**config.mk**
```make
export PLATFORM = sky130hd
export DESIGN_NAME = button_event_arbiter
export DESIGN_NICKNAME = d
export VERILOG_FILES = /design/src/rtl/button_event_arbiter_pkg.sv /design/src/rtl/button_event_arbiter_lane.sv /design/src/rtl/button_event_arbiter.sv
export SDC_FILE = /design/constraint.sdc
export NUM_CORES = 1
export LEC_CHECK = 0
export ABC_AREA = 1
export CAP_MARGIN = 30
export CORE_UTILIZATION = 55
export CTS_CLUSTER_DIAMETER = 60
export DETAILED_ROUTE_END_ITERATION = 8
export DONT_BUFFER_PORTS = 1
export PLACE_DENSITY_LB_ADDON = 0.05
export SETUP_SLACK_MARGIN = 0.05
export SYNTH_ARGS = -nofsm -noshare
export SYNTH_HDL_FRONTEND = slang
export SYNTH_SLANG_ARGS = --single-unit
export TNS_END_PERCENT = 1
```
**constraint.sdc**
```tcl
create_clock -name clk_36MHz -period 1.9 [get_ports clk_36MHz]
set_input_delay 0.19 -clock clk_36MHz [delete_from_list [all_inputs] [get_ports clk_36MHz]]
set_output_delay 0.19 -clock clk_36MHz [all_outputs]
set_load 0.01 [all_outputs]
```
**src/rtl/button_event_arbiter_pkg.sv**
```systemverilog
// +--------------------------------------------------------------------------+
// | button_event_arbiter_pkg: lane indices, lane FSM encoding, RR helper.    |
// | Revision: 1.0                                                            |
// +--------------------------------------------------------------------------+
`timescale 1ns/1ps
`default_nettype none

package button_event_arbiter_pkg;

    localparam int LANE_N     = 4;
    localparam int CNT_W      = 19;

    localparam logic [1:0] LANE_LEFT  = 2'd0;
    localparam logic [1:0] LANE_RIGHT = 2'd1;
    localparam logic [1:0] LANE_FIRE  = 2'd2;
    localparam logic [1:0] LANE_START = 2'd3;

    typedef enum logic [2:0] {
        IDLE     = 3'd0,
        HOLDOFF  = 3'd1,
        WAIT_REL = 3'd2,
        HELD     = 3'd3,
        REPEAT   = 3'd4
    } lane_state_e;

    // First requesting lane at or after ptr, wrapping 3 -> 0. Searching the
    // offsets from largest to smallest lets the nearest one win.
    function automatic logic [1:0] rr_pick(input logic [3:0] req, input logic [1:0] ptr);
        logic [1:0] idx;
        rr_pick = ptr;
        for (int k = LANE_N - 1; k >= 0; k--) begin
            idx = ptr + 2'(k);
            if (req[idx]) rr_pick = idx;
        end
    endfunction

endpackage

`default_nettype wire

```
**src/rtl/button_event_arbiter_lane.sv**
```systemverilog
// +--------------------------------------------------------------------------+
// | button_lane: input synchronizer, press/hold-off/auto-repeat FSM.         |
// | Revision: 1.0                                                            |
// +--------------------------------------------------------------------------+
`timescale 1ns/1ps
`default_nettype none

module button_lane
    import button_event_arbiter_pkg::*;
#(
    parameter int HOLDOFF_US      = 1000,
    parameter int REPEAT_DELAY_US = 300000,
    parameter int REPEAT_US       = 50000,
    parameter bit REPEAT_EN       = 1'b0
) (
    input  logic clk_i,
    input  logic rst_i,
    input  logic enable_i,
    input  logic tick_i,
    input  logic btn_i,
    output logic event_o
);

    localparam logic [CNT_W-1:0] C_HOLDOFF = CNT_W'(HOLDOFF_US);
    localparam logic [CNT_W-1:0] C_DELAY   = CNT_W'(REPEAT_DELAY_US);
    localparam logic [CNT_W-1:0] C_REPEAT  = CNT_W'(REPEAT_US);

    logic [1:0]       sync_q;
    logic             sync;
    lane_state_e      state_q, state_d;
    logic [CNT_W-1:0] cnt_q, cnt_d;

    assign sync = sync_q[1];

    always_ff @(posedge clk_i) begin
        if (rst_i) begin
            sync_q  <= '0;
            state_q <= IDLE;
            cnt_q   <= '0;
        end else begin
            sync_q  <= {sync_q[0], btn_i};
            state_q <= state_d;
            cnt_q   <= cnt_d;
        end
    end

    // Release (sync=0) is tested before any event so it wins in the same cycle.
    always_comb begin
        state_d = state_q;
        cnt_d   = cnt_q;
        event_o = 1'b0;
        if (enable_i) begin
            if (tick_i && (cnt_q != '1)) cnt_d = cnt_q + 1'b1;
            unique case (state_q)
                IDLE: begin
                    if (sync) begin
                        event_o = 1'b1;
                        state_d = HOLDOFF;
                        cnt_d   = '0;
                    end
                end
                HOLDOFF: begin
                    if (cnt_q >= C_HOLDOFF) begin
                        if (!sync)          state_d = IDLE;
                        else if (REPEAT_EN) state_d = HELD;
                        else                state_d = WAIT_REL;
                    end
                end
                WAIT_REL: begin
                    if (!sync) state_d = IDLE;
                end
                HELD: begin
                    if (!sync) begin
                        state_d = IDLE;
                    end else if (cnt_q >= C_DELAY) begin
                        event_o = 1'b1;
                        cnt_d   = '0;
                        state_d = REPEAT;
                    end
                end
                REPEAT: begin
                    if (!sync) begin
                        state_d = IDLE;
                    end else if (cnt_q >= C_REPEAT) begin
                        event_o = 1'b1;
                        cnt_d   = '0;
                    end
                end
                default: state_d = IDLE;
            endcase
        end
    end

endmodule

`default_nettype wire

```
**src/rtl/button_event_arbiter.sv**
```systemverilog
// +--------------------------------------------------------------------------+
// | button_event_arbiter: 4 button lanes arbitrated round-robin into one     |
// | valid/ready command stream. Revision: 1.0                                |
// +--------------------------------------------------------------------------+
`timescale 1ns/1ps
`default_nettype none

module button_event_arbiter
    import button_event_arbiter_pkg::*;
#(
    parameter int         TICK_DIV        = 36,
    parameter int         HOLDOFF_US      = 1000,
    parameter int         REPEAT_DELAY_US = 300000,
    parameter int         REPEAT_US       = 50000,
    parameter logic [3:0] REPEAT_MASK     = 4'b0011
) (
    input  logic       clk_36MHz,
    input  logic       reset,
    input  logic       enable,
    input  logic [3:0] btn_in,
    output logic       cmd_valid,
    input  logic       cmd_ready,
    output logic [1:0] cmd_code,
    output logic [3:0] pending,
    output logic       overflow
);

    localparam int             PRE_W    = (TICK_DIV > 1) ? $clog2(TICK_DIV) : 1;
    localparam logic [PRE_W-1:0] C_PRE_LAST = PRE_W'(TICK_DIV - 1);

    logic [PRE_W-1:0] pre_q, pre_d;
    logic             tick;
    logic [3:0]       lane_event;
    logic [3:0]       pending_q, pending_d;
    logic             overflow_q, overflow_d;
    logic             cmd_valid_q, cmd_valid_d;
    logic [1:0]       cmd_code_q, cmd_code_d;
    logic [1:0]       ptr_q, ptr_d;
    logic             hs;
    logic [3:0]       hs_vec;

    assign tick = enable && (pre_q == C_PRE_LAST);

    always_comb begin
        pre_d = pre_q;
        if (enable) pre_d = (pre_q == C_PRE_LAST) ? '0 : pre_q + 1'b1;
    end

    for (genvar i = 0; i < LANE_N; i++) begin : g_lanes
        button_lane #(
            .HOLDOFF_US      (HOLDOFF_US),
            .REPEAT_DELAY_US (REPEAT_DELAY_US),
            .REPEAT_US       (REPEAT_US),
            .REPEAT_EN       (REPEAT_MASK[i])
        ) u_lane (
            .clk_i    (clk_36MHz),
            .rst_i    (reset),
            .enable_i (enable),
            .tick_i   (tick),
            .btn_i    (btn_in[i]),
            .event_o  (lane_event[i])
        );
    end

    // A same-lane handshake frees the slot, so the coincident event is kept.
    always_comb begin
        hs          = cmd_valid_q & cmd_ready;
        hs_vec      = hs ? (4'b0001 << cmd_code_q) : 4'b0000;
        pending_d   = lane_event | (pending_q & ~hs_vec);
        overflow_d  = overflow_q | (|(lane_event & pending_q & ~hs_vec));
        cmd_valid_d = cmd_valid_q;
        cmd_code_d  = cmd_code_q;
        ptr_d       = ptr_q;
        if (hs) begin
            cmd_valid_d = 1'b0;
            ptr_d       = cmd_code_q + 2'd1;
        end else if (!cmd_valid_q && (pending_q != 4'b0000)) begin
            cmd_valid_d = 1'b1;
            cmd_code_d  = rr_pick(pending_q, ptr_q);
        end
    end

    always_ff @(posedge clk_36MHz) begin
        if (reset) begin
            pre_q       <= '0;
            pending_q   <= '0;
            overflow_q  <= 1'b0;
            cmd_valid_q <= 1'b0;
            cmd_code_q  <= LANE_LEFT;
            ptr_q       <= LANE_LEFT;
        end else begin
            pre_q       <= pre_d;
            pending_q   <= pending_d;
            overflow_q  <= overflow_d;
            cmd_valid_q <= cmd_valid_d;
            cmd_code_q  <= cmd_code_d;
            ptr_q       <= ptr_d;
        end
    end

    assign cmd_valid = cmd_valid_q;
    assign cmd_code  = cmd_code_q;
    assign pending   = pending_q;
    assign overflow  = overflow_q;

endmodule

`default_nettype wire

```
run_1/metal_stack.png
Scale: 3 px per um. Two of the layers only.
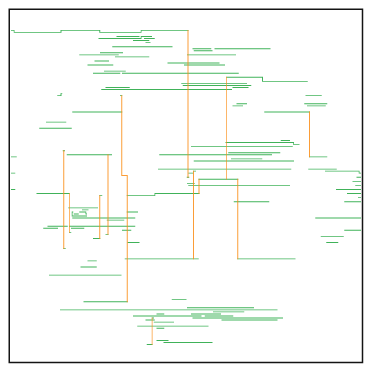
Green marks met3, wire length 1,350 um. Orange marks met4, wire length 324 um.

run_1/gate_families.png
Scale: 4 px per um.
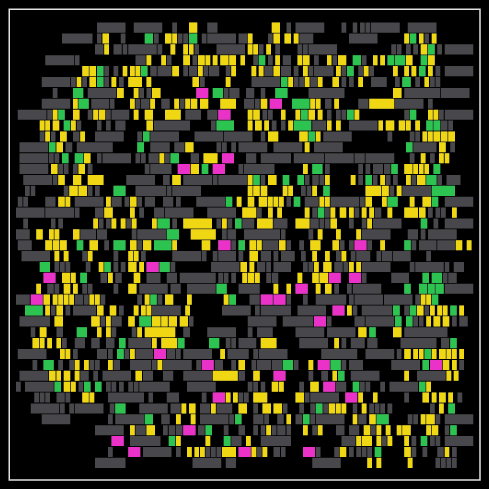
Green marks inverting AOI/OAI gates, cells 116, most used a21oi_1, where spread over the die. Yellow marks NAND gates, cells 423, most used nand2_1, where spread over the die. Magenta marks XOR/XNOR gates, cells 31, most used xor2_1.

run_1/zoom.png
Region (44, 67) to (74, 97) um. Cells in gray, sequential cells in the stronger gray; small squares are vias.
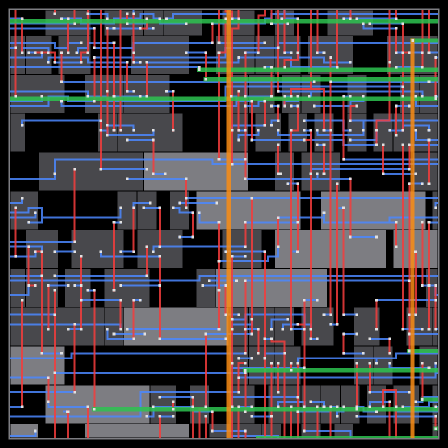
Green marks met3. Blue marks met1. Orange marks met4. Red marks met2.
Most frequent: nand2_1 (16), nor2_1 (10), nand3_1 (7). Sequential cells in the window: 8. 83 logic cells have their middle in the window. Netlist names of flops here include `g_lanes.u_lane.cnt_q` (5), `pre_q` (3).

run_1/final_congestion.png
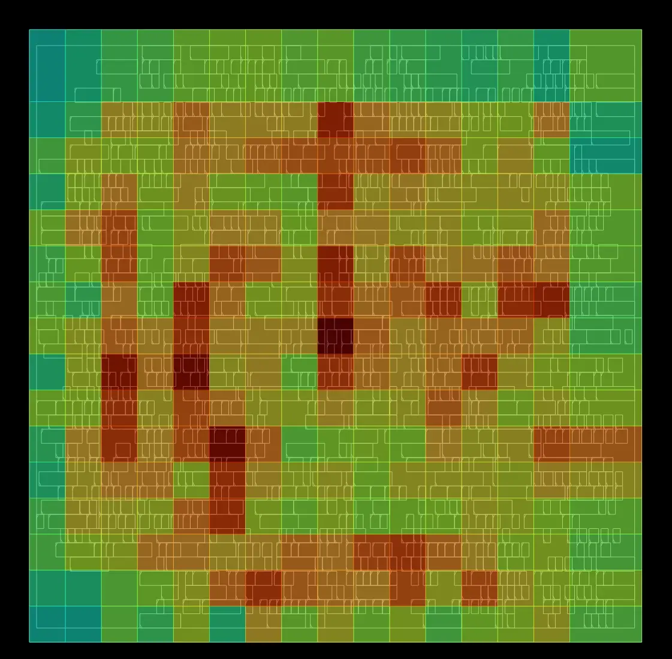
final core utilization: 64.6%
met3 layer usage reported by global route: 5.92%
drt wl/cell: 13.4 um
grt met2 use: 42.3%

[run 1: power by group through the flow]
| stage | Clock (mW) | Combinational, mW | Sequential, mW |
|---|---|---|---|
| global route | 2.08 | 1.58 | 2.70 |
| floorplan | 0 | 1.02 | 2.69 |
| CTS | 2.00 | 1.34 | 2.68 |
| detailed placement | 0 | 1.30 | 2.73 |
| global placement | 0 | 1.30 | 2.73 |
| finish | 1.94 | 1.40 | 2.68 |
[run 1: flip-flops by register name (all words and copies together) (netlist names)]
name and count:
g_lanes.u_lane.state_q 12, g_lanes.u_lane.sync_q 8, cmd_code 2, g_lanes.u_lane.cnt_q 76, overflow 1, ptr_q 2
pending 4, pre_q 6, cmd_valid 1
==> run_results.csv, run 1 <==
group,metric,value,unit
run_status,status,"finished, final reports clean",
setup_path,end_kind,"register",
drt,num_vias,7273,
finish,instances_no_fill,1353,
drt,routed.top_layer,"met4",
placed_design,dp.cells,1324,
finish,area_growth,12.8,%
setup_path,path_max_fanout,6,
finish,mostFrequentLayoutCell,"nand2_1",
finish,clkbuf_count,13,
setup_path,cp-start-kind,"register",
die,die_height,117,um
global_routing,grt_overflow_total,0,
drt,drc_errors,0,
power,p_clk_share,32.3,%
yosys,synth_cell_type_count,50,
finish,register_area,2260,sq um
hold_path,min_path_cells,3,
setup_path,critical_path.startpoint,"pre_q[0]",
power,pwr-share-comb,23.3,%
hold_path,hp-start,"reset",
placed_design,dpl.hpwl,13600,um
placed_design,gp_congestion,0.947,
clock_tree,cts-root-buf,"clkbuf_16",
yosys,fp_nets,1161,
setup_path,r2r_cells,11,
global_routing,grt_max_degree,31,
finish,clock_area_share,3.64,%
sta,holdWs,0.0144,ns
yosys,ys_sh_xor,3.71,%
power,leakage,3.51,nW
setup_path,max_stage_delay,0.35,ns
die,core-area,12800,sq um
clock_tree,numCtsBuffers,9,
finish,seq_cell_count,112,
setup_path,reg2reg_to,"g_lanes[3].u_lane.cnt_q[5]",
global_routing,antenna_found_initial,0,
sta,hold_viol,0,
yosys,netlist_instances,1140,
sta,period_minus_slack,1.80,ns
finish,mi_logic_area,4410,sq um
drt,routed_wl,18200,um
setup_path,arrival,2.11,ns
sta,tightest_slew,0.517,ns
yosys,avgSynthCellArea,6.41,sq um
clock_tree,path_clk_slew,0.07,ns
yosys,ys_cells,1140,
global_routing,grt_use_met1,38.6,%
finish,diodes,0,
setup_path,cp_num_cells,11,
setup_path,rrSetupSlack,0.1,ns
drt,wl_met1,8630,um
sta,fin_tns_setup,0,ns
yosys,mux_area_share,0,%
yosys,synthTopCellsByArea,"dfxtp_1 (31%), nand2_1 (13%), nor2_1 (9.3%), inv_1 (7.7%), nand3_1 (6.8%)",
hold_path,hold_end,"g_lanes[3].u_lane.cnt_q[2]",
power,switchingPower,1.93,mW
placed_design,place_worst_setup_slack,0.0312,ns
sta,finalSetupViolations,0,
finish,fillerInstances,1221,
clock_tree,postCtsHoldBufs,6,
finish,final_cell_mix,"nand2_1 (258), nor2_1 (179), inv_1 (150)",
yosys,ys_chip_area,7310,sq um
finish,comb_share,53.4,%
clock_tree,htreeDepth,3,
clock_tree,tritoncts,"done",
drt,drtAntennaViolNets,0,
drt,dr_wl_met3,1350,um
placed_design,dpl_cell_area,7650,sq um
yosys,async_flop_share,0,%
setup_path,crit_slowest_cell,"dfxtp_2",
sta,fmax,554,MHz
setup_path,endpoint,"g_lanes[3].u_lane.cnt_q[5]",
sta,slew_viol_final,0,
==> run 1 -> run 2 <==
Settings changed: ABC_AREA 1 to unset.
run_2/final_congestion.png
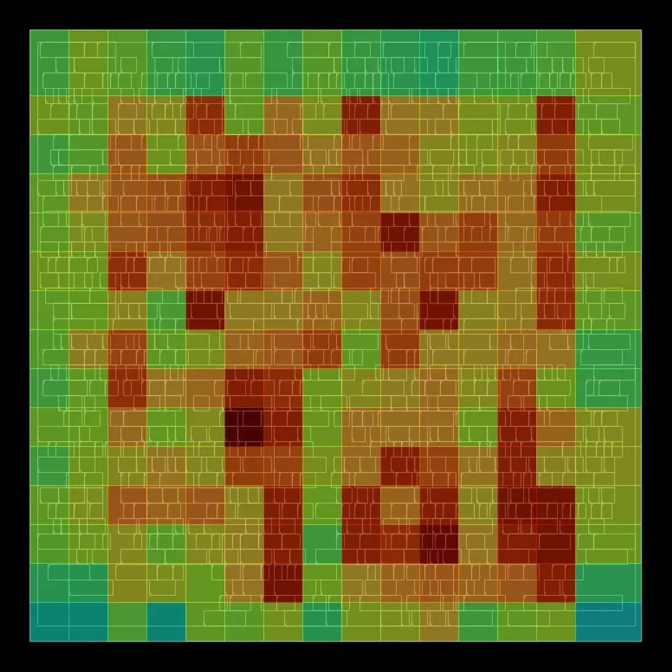
met3 layer usage reported by global route: 6.81%
drt wl/cell: 16.3 um
final core utilization: 75.7%
grt met2 use: 54.3%
GRT Overall Usage: 30.7%

==> run 2 against run 1 <==
Sequential power down about 10%. Critical endpoint is now g_lanes[3].u_lane.cnt_q[17]. Maximum frequency down 27%. Combinational power down about 80%. Clock skew up 0.0029 ns. Sequential share of layout area down 0.10 points. Synthesized cell count down 32%. The run now ends with negative setup slack left.
==> run_results.csv, run 2 <==
group,metric,value,unit
hold_path,hp-start,"enable",
finish,mostFrequentLayoutCell,"buf_4",
setup_path,cp-start-kind,"register",
run_status,failed_checks,"negative setup slack",
finish,register_area,2260,sq um
power,power_leader,"registers",
power,switchingPower,1.11,mW
finish,fillerInstances,807,
clock_tree,numCtsBuffers,9,
sta,fmax,404,MHz
power,p_clk,1.86,mW
finish,final_cell_mix,"buf_4 (168), nor2_1 (108), dfxtp_1 (98)",
yosys,fp_nets,795,
yosys,top_cells_by_count,"nor2_1 (113), dfxtp_1 (112), nand2_1 (63)",
sta,tightest_slew,0.667,ns
yosys,mux_area_share,1.79,%
yosys,netlist_instances,774,
setup_path,max_stage_delay,0.53,ns
yosys,async_flop_share,0,%
yosys,synthTopCellsByArea,"dfxtp_1 (36%), nor2_1 (6.8%), xnor2_1 (4.1%), nand2_1 (3.8%), xor2_1 (3.7%)",
sta,holdWs,0.0224,ns
finish,largest_register_ffs,76,
finish,reg_top3,"g_lanes.u_lane.cnt_q: 76 flops, g_lanes.u_lane.state_q: 12 flops, g_lanes.u_lane.sync_q: 8 flops",
power,pg_seq,2.41,mW
hold_path,hold_end,"pending[0]",
clock_tree,htreeDepth,3,
setup_path,crit_slowest_cell,"or4b_4",
setup_path,cp_num_cells,6,
power,p_comb,0.280,mW
finish,clock_area_share,3.43,%
finish,largest-register,"g_lanes.u_lane.cnt_q",
drt,drc_errors,0,
global_routing,grt_overflow_total,0,
placed_design,place_worst_setup_slack,-0.633,ns
yosys,synth_cell_type_count,73,
hold_path,min_path_cells,2,
setup_path,arrival,2.73,ns
clock_tree,cts-root-buf,"clkbuf_16",
yosys,ys_sh_xor,7.76,%
die,die_height,108,um
power,power_frac_seq,52.9,%
setup_path,critical_path.startpoint,"pre_q[2]",
die,core-area,10900,sq um
clock_tree,tritoncts,"done",
setup_path,end_kind,"register",
setup_path,rrSetupSlack,-0.57,ns
drt,routed.top_layer,"met4",
clock_tree,path_clk_slew,0.08,ns
setup_path,reg2reg_to,"g_lanes[3].u_lane.cnt_q[17]",
drt,drtAntennaViolNets,0,
sta,fin_ws,-0.572,ns
placed_design,dpl.hpwl,12100,um
setup_path,r2r_cells,6,
power,pwr-share-comb,6.2,%
finish,comb_share,48.8,%
sta,fin_tns_setup,-20.35,ns
sta,period_minus_slack,2.47,ns
run_status,status,"finished, violations left",
finish,area_growth,33.3,%
sta,finalSetupViolations,88,
yosys,avgSynthCellArea,8.02,sq um
finish,seq_cell_count,112,
drt,dr_wl_met3,747,um
power,p_clk_share,40.9,%
global_routing,antenna_found_initial,0,
finish,mi_logic_area,4040,sq um
power,leakage,3.25,nW
run_2/met1.png
Scale: 3 px per um. Supply wires on this layer in gray.
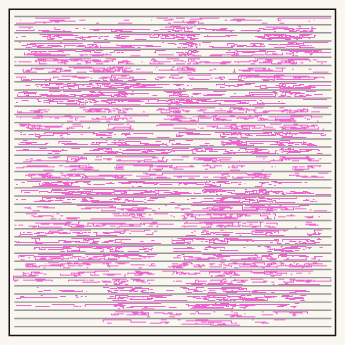
The layer carries 7,450 um of wire. The longest straight run is 29.9 um.
met1 usage: 35.6%
final WL: 17,500 um
via count: 6,445

-- run 2: cell count changes after synthesis, sizes merged, moves of 12 or more --
cell,change
buf,-13
nor2,-85
nand2,-220
xnor2,+24
nand3,-78
inv,-139
clkbuf,+26
nor2b,+13
o21ai,-25
nor4,+12
-- run 2: timing repair --
action                                  CTS  global route
hold buffers                              6             0
pin swaps                                19            13
endpoints found under the hold margin    43             0
resized                                  44            30
endpoints found under the setup margin   93            93
-- run 2: through the flow --
stage / total power [mW] / cells / cell area, sq um
2_1_floorplan: 2.62 / 774 / 6210
3_3_place_gp: 2.68 / 1051 / 7590
3_5_place_dp: 2.69 / 1051 / 7590
4_1_cts: 4.57 / 1073 / 8130
5_1_grt: 4.69 / 1073 / 8280
6_report: 4.55 / 1073 / 8280
==> run 2 -> run 3 <==
Settings changed: GPL_TIMING_DRIVEN set to 0.
run_3/gate_families.png
Scale: 4 px per um.
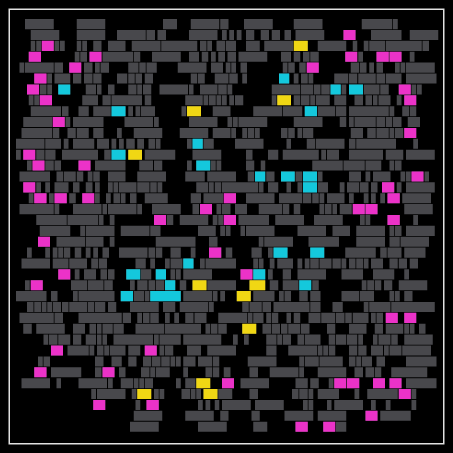
Yellow marks multiplexers, cells 11, most used mux2i_1. Cyan marks AND-OR and OR-AND gates, cells 23, most used a21o_1. Magenta marks XOR/XNOR gates, cells 55, most used xnor2_1, where spread over the die.

==> run 3 against run 2 <==
The flow still finishes with violations (negative setup slack). Setup slack lost 0.15 ns. Synthesized cell count unchanged. Cell count decreased by 13%. Largest cell class unchanged. Highest routed layer unchanged.
==> run_results.csv, run 3 <==
group,metric,value,unit
run_status,status,"finished, violations left",
run_status,failed_checks,"negative setup slack",
sta,fin_ws,-0.721,ns
setup_path,end_kind,"register",
yosys,async_flop_share,0,%
power,power_leader,"registers",
global_routing,use_met3,7.17,%
sta,fin_tns_setup,-28.00,ns
global_routing,antenna_found_initial,0,
sta,tightest_slew,0.728,ns
setup_path,crit_slowest_cell,"or4_4",
power,power,4.74,mW
power,p_comb,0.257,mW
drt,wl_met1,6950,um
finish,clock_area_share,4.43,%
drt,dr_wl_met3,689,um
power,p_clk,2.08,mW
global_routing,grt_max_degree,18,
clock_tree,htreeDepth,3,
finish,seq_cell_count,112,
finish,mi_logic_area,4080,sq um
yosys,synthTopCellsByArea,"dfxtp_1 (36%), nor2_1 (6.8%), xnor2_1 (4.1%), nand2_1 (3.8%), xor2_1 (3.7%)",
global_routing,grt_overflow_total,0,
drt,drtAntennaViolNets,0,
global_routing,use_met2,46.8,%
finish,largest-register,"g_lanes.u_lane.cnt_q",
setup_path,cp-start-kind,"register",
power,pwr-share-comb,5.4,%
yosys,ys_sh_xor,7.76,%
setup_path,cp_num_cells,6,
yosys,avgSynthCellArea,8.02,sq um
placed_design,dpl.hpwl,10500,um
yosys,top_cells_by_count,"nor2_1 (113), dfxtp_1 (112), nand2_1 (63)",
finish,reg_top3,"g_lanes.u_lane.cnt_q: 76 flops, g_lanes.u_lane.state_q: 12 flops, g_lanes.u_lane.sync_q: 8 flops",
sta,finalSetupViolations,85,
finish,diodes,0,
die,die_height,108,um
power,power_frac_seq,50.7,%
finish,largest_register_ffs,76,
power,switchingPower,1.09,mW
setup_path,max_stage_delay,0.55,ns
finish,register_area,2280,sq um
setup_path,arrival,2.88,ns
run_3/met1.png
Scale: 3 px per um. Supply wires on this layer in gray.
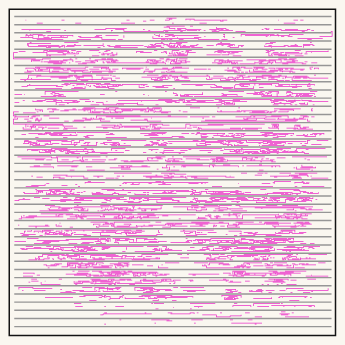
final WL: 15,500 um
via count: 5,774
met1 usage: 33.5%

[run 3: cells by family (layout without fill, tap and decap cells)]
| family | Yosys count | in the layout |
|---|---|---|
| AOI/OAI and AO/OA | 133 | 133 |
| adders and majority gates | 13 | 13 |
| buffers and inverters | 63 | 86 |
| and+or+nand+nor | 387 | 387 |
| DFF | 112 | 112 |
| muxes | 11 | 11 |
| xor gates and xnor gates | 55 | 55 |
[run 3: through the flow]
stage                     std cells  setup slack [ns]  hold slack, ns  util [%]
final                           937            -0.721           0.164      66.3
after global routing            937            -0.768           0.185      66.3
after CTS                       937            -0.709           0.153      65.6
after detailed placement        915             -1.19           0.326      58.4
after global placement          914             -1.14           0.320      58.4
after floorplan                 774            -0.610           0.318         -
No activity file was given, so power comes from the tool's default toggle rates.
